===== src/rtl/fetch_pc_ctrl.sv =====
// rtl/fetch_pc_ctrl.sv - fetch PC sequencer with redirect priority, busy-deferred redirects and bimodal BHT
`timescale 1ns/1ps
module fetch_pc_ctrl #(
  parameter int                  PC_WIDTH = 32,
  parameter logic [PC_WIDTH-1:0] RESET_PC = 32'h8000_0000,
  parameter int                  BHT_IDX  = 6
) (
  input  logic                clk_i,
  input  logic                rst_i,
  input  logic                F_stall_i,
  input  logic                F_imem_busy_i,
  input  logic                F_is_branch_i,
  input  logic [PC_WIDTH-1:0] F_imm_i,
  input  logic                DD_train_vaild_i,
  input  logic                DD_train_taken_i,
  input  logic                DD_pred_taken_i,
  input  logic [PC_WIDTH-1:0] DD_train_PC_i,
  input  logic                DD_op_jalr_i,
  input  logic [PC_WIDTH-1:0] DD_jmp_i,
  input  logic                MD_need_CSR_i,
  input  logic [PC_WIDTH-1:0] MD_nPC_i,
  output logic [PC_WIDTH-1:0] F_PC_o,
  output logic                F_pred_taken_o,
  output logic                F_flush_o
);

  localparam int BHT_N = 1 << BHT_IDX;

  typedef enum logic {
    IDLE = 1'b0,
    PEND = 1'b1
  } pend_state_t;

  pend_state_t         r_state;
  logic [PC_WIDTH-1:0] r_pc;
  logic [PC_WIDTH-1:0] r_pending_pc;
  logic [1:0]          r_bht [BHT_N];

  logic                w_mispredict;
  logic                w_redir_vld;
  logic [PC_WIDTH-1:0] w_redir_pc;
  logic [BHT_IDX-1:0]  w_rd_idx;
  logic [BHT_IDX-1:0]  w_wr_idx;
  logic [1:0]          w_wr_ctr;
  logic                w_unused_train_pc_bits;

  assign w_rd_idx = r_pc[BHT_IDX+1:2];
  assign w_wr_idx = DD_train_PC_i[BHT_IDX+1:2];
  assign w_wr_ctr = r_bht[w_wr_idx];
  assign w_unused_train_pc_bits = ^{DD_train_PC_i[PC_WIDTH-1:BHT_IDX+2], DD_train_PC_i[1:0]};

  assign w_mispredict = DD_train_vaild_i & (DD_train_taken_i != DD_pred_taken_i);

  // CSR/trap redirect outranks any decode-stage redirect.
  always_comb begin
    w_redir_vld = 1'b0;
    w_redir_pc  = '0;
    if (MD_need_CSR_i) begin
      w_redir_vld = 1'b1;
      w_redir_pc  = MD_nPC_i;
    end else if (w_mispredict | DD_op_jalr_i) begin
      w_redir_vld = 1'b1;
      w_redir_pc  = DD_jmp_i;
    end
  end

  assign F_PC_o         = r_pc;
  assign F_pred_taken_o = r_bht[w_rd_idx][1] & F_is_branch_i;
  assign F_flush_o      = w_redir_vld & ~rst_i;

  always_ff @(posedge clk_i or posedge rst_i) begin
    if (rst_i) begin
      r_state      <= IDLE;
      r_pc         <= RESET_PC;
      r_pending_pc <= '0;
    end else if (F_imem_busy_i) begin
      // PC must stay stable; remember the latest redirect for later.
      if (w_redir_vld) begin
        r_state      <= PEND;
        r_pending_pc <= w_redir_pc;
      end
    end else begin
      r_state <= IDLE;
      if (w_redir_vld) begin
        r_pc <= w_redir_pc;
      end else if (r_state == PEND) begin
        r_pc <= r_pending_pc;
      end else if (F_stall_i) begin
        r_pc <= r_pc;
      end else if (F_pred_taken_o) begin
        r_pc <= r_pc + F_imm_i;
      end else begin
        r_pc <= r_pc + PC_WIDTH'(4);
      end
    end
  end

  // Training ignores stall/busy/redirect; a same-index fetch read sees the old counter.
  always_ff @(posedge clk_i or posedge rst_i) begin
    if (rst_i) begin
      for (int i = 0; i < BHT_N; i++) begin
        r_bht[i] <= 2'b01;
      end
    end else if (DD_train_vaild_i) begin
      if (DD_train_taken_i) begin
        if (w_wr_ctr != 2'b11) r_bht[w_wr_idx] <= w_wr_ctr + 2'b01;
      end else begin
        if (w_wr_ctr != 2'b00) r_bht[w_wr_idx] <= w_wr_ctr - 2'b01;
      end
    end
  end

endmodule


===== config.mk =====
export PLATFORM = sky130hd
export DESIGN_NAME = fetch_pc_ctrl
export DESIGN_NICKNAME = d
export VERILOG_FILES = /design/src/rtl/fetch_pc_ctrl.sv
export SDC_FILE = /design/constraint.sdc
export NUM_CORES = 1
export LEC_CHECK = 0
export CAP_MARGIN = 20
export CORE_ASPECT_RATIO = 0.7
export CORE_UTILIZATION = 55
export DETAILED_ROUTE_END_ITERATION = 10
export PLACE_DENSITY = 0.81
export SETUP_SLACK_MARGIN = 0.1
export SLEW_MARGIN = 20
export SYNTH_ARGS = -nofsm -noshare
export SYNTH_HDL_FRONTEND = slang
export SYNTH_SLANG_ARGS = --single-unit

===== constraint.sdc =====
create_clock -name clk_i -period 7.3 [get_ports clk_i]
set_input_delay 1.46 -clock clk_i [delete_from_list [all_inputs] [get_ports clk_i]]
set_output_delay 1.46 -clock clk_i [all_outputs]
set_load 0.005 [all_outputs]

Cell classes on the final placement:
Scale bar: 50 µm. Fill, decap, tap and diode cells in grey.
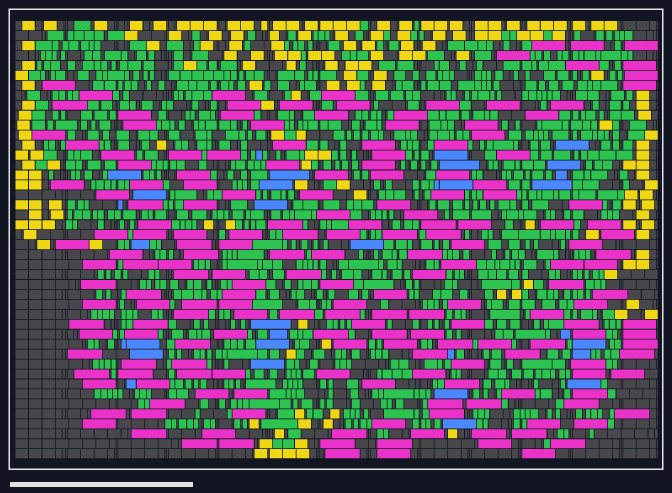
| colour | class | cells |
|---|---|---|
| magenta | flip-flops | 193 |
| yellow | other buffers and delay cells | 166 |
| green | all other logic | 1123 |
| blue | clock drivers and dummy loads | 32 |

Metal 2:
Scale bar: 50 µm.
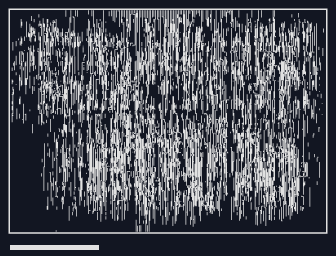
nets with wire on the layer: 1353
longest straight run: 47.4 µm
main direction: vertical
share of all routed wire: 41%
wire length on this layer: 16400 µm
grt met2 use: 49.4%
vias post-DR: 11700
drt total wl: 39.7 mm

Floorplan with the power grid:
Pins as bars on the die edge. Tap cells in grey.
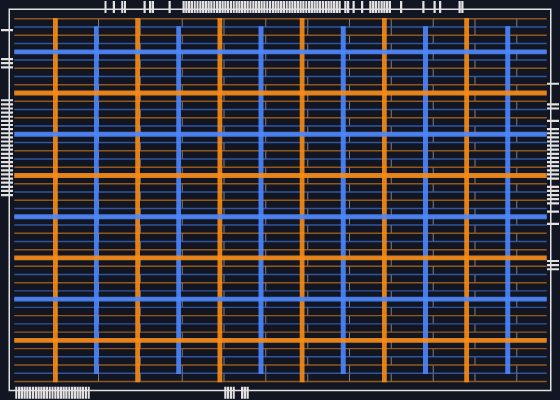
| colour | net |
|---|---|
| orange | VSS |
| blue | VDD |
met4 straps: 12
signal pins: 172
met5 straps: 8
tap cells: 276
met1 rails: 45
Die Wd: 178 µm
die extent in y: 125 µm
core area: 0.0210 mm²
maximum vdd drop: 0.189 mV

Routed clock nets over the placement:
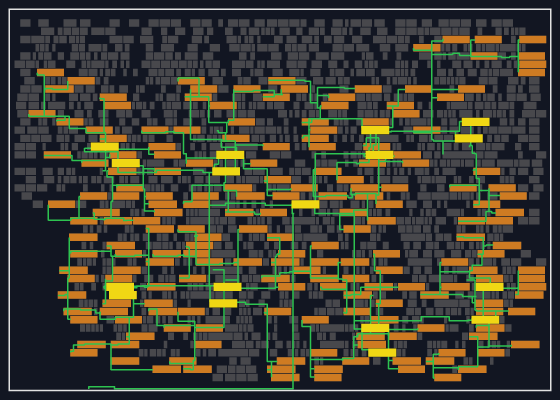
[green] clock wires | length: 2400 µm
[orange] flip-flops | count: 193
[yellow] cells driving clock nets | count: 17
flops lie: widely spread

Cell outlines without signal wires:
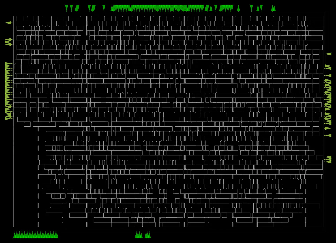
num rows: 44
flop share of the area: 34.5%
Finished Layout Cells: 1790

==> run summary <==
impl run done, here's what came out: status=finished clean, wire per inst=22.2 µm, average size of a mapped cell=8.59 µm², post-synthesis cell area=roughly 0.012 mm², ANT cells=0, Complex Gates by Area=between 20% and 30%, Seq pwr share=a little over two fifths, Clk. pwr=1.03 mW, Clk Tree Root Cell=clkbuf_16, # setup viols final=0, Post-CTS Setup Inserts=0, grt ovf=0, GRT Max-Usage Layer=met1, cts bufs inserted=17, r2r endpoint=r_bht[103], worst path bufs/invs=1, clock power share=approximately 29%, tool warnings=53, cell type with the largest total area=dfrtp_1, max_cap viols=0, signal buffers share of area=11.3%, Post-Syn Instances=between 1000 and 1500, Seq share, synth=41.1%, cycle use final=between 80% and 90%, clock slew at reported path FFs=0.07 ns, total power draw=3.52 mW, YS chip area=0.0119 mm², Latency at later pin=0.45 ns, ys async rst share=100%, R2R Setup Slk=3.22 ns, Top-area cell share=26.8%, Worst Hold Depth=2, worst-case reg-to-reg path depth=11, Detailed Route Iter0 Violations=1538, Worst path top cell family by delay=simple AND/OR/NAND/NOR gates, count of library flops with an enable pin=0, most frequent CP cell=nand2_1, P_seq=roughly 1.5 mW, DP Wirelength=27.3 mm, Filler cells=1708, Plain + repair buffers=166, GRT met3 Usage=12.2%, Critical Path Sink=r_bht[103], post-CTS sizing=0, top post-synthesis cells by count=nand2_1 (294), o21ai_0 (205), dfrtp_1 (128), max_slew headroom=between 10% and 20%, layout cells sized above 1=between 10% and 20%, register area=0.00491 mm², placement-stage cell area=0.0136 mm², met1 Use GR=53.5%, Leak=around 5.7 nW, crit path DRT=7.59 ns, clock sink count=193, dominant class by area=logic gates, global-route wire length before repair=61.7 mm, met2 routed WL=16.4 mm, main area contributors=dfrtp_1 (27%), dfstp_2 (14%), nand2_1 (9.2%), TritonCTS clock tree=built, clock buffer depth=2, slowest stage cell, crit path=nor2_1, Crit. End Element=flop, placed cell count=1758, post-synth net total=1564, FA/HA/MAJ Cells, Area Fraction=3.73%, Worst Hold Class=flop to flop, synth warn=0, switching power=about 1.2 mW, combinational share of cell area=47.0%, antenna violations before repair=0, Fin Setup TNS=0 ns, Yosys reg bits=193, number of global-route vias before repair=11200, ClkCell Share=4.44%, Logic area=0.00669 mm², largest net degree at the start of global routing=83, Hold Slack=0.478 ns, Net Sw Frac=between 30% and 40%, power per cell area=between 200 and 250 mW/mm², fmax=0.166 GHz, Pint=2.32 mW, Fin. Hold Viols=0, Inverters=16, Slew @ Worst Pin=1.21 ns, Main power group=sequential cells, GRT Overall Usage=36.2%, crit path kind=input pin to flop, top_reg_cell synth=dfrtp_1, Design Area, Final=about 0.014 mm², setup ws final=1.28 ns, fp_density=56.8%
-- cells in the final DEF, fill, tap and decap left out, types with 8 or more instances in the layout --
master           instances
nand2_1                294
o21ai_0                205
clkdlybuf4s50_1        144
dfrtp_1                128
nor2_1                  92
dfstp_2                 65
a21oi_1                 62
a22oi_1                 37
o22ai_1                 36
ha_1                    34
xnor2_1                 31
nand3_1                 25
xor2_1                  25
mux2i_1                 24
a21o_1                  23
buf_4                   21
a31oi_1                 19
nand4_1                 18
clkbuf_16               17
or3_1                   14
mux4_2                  14
inv_1                   13
nor3_1                  11
o41ai_1                  8
and3_1                   8
a22o_1                   8
Power is estimated from default activity; no workload was simulated.
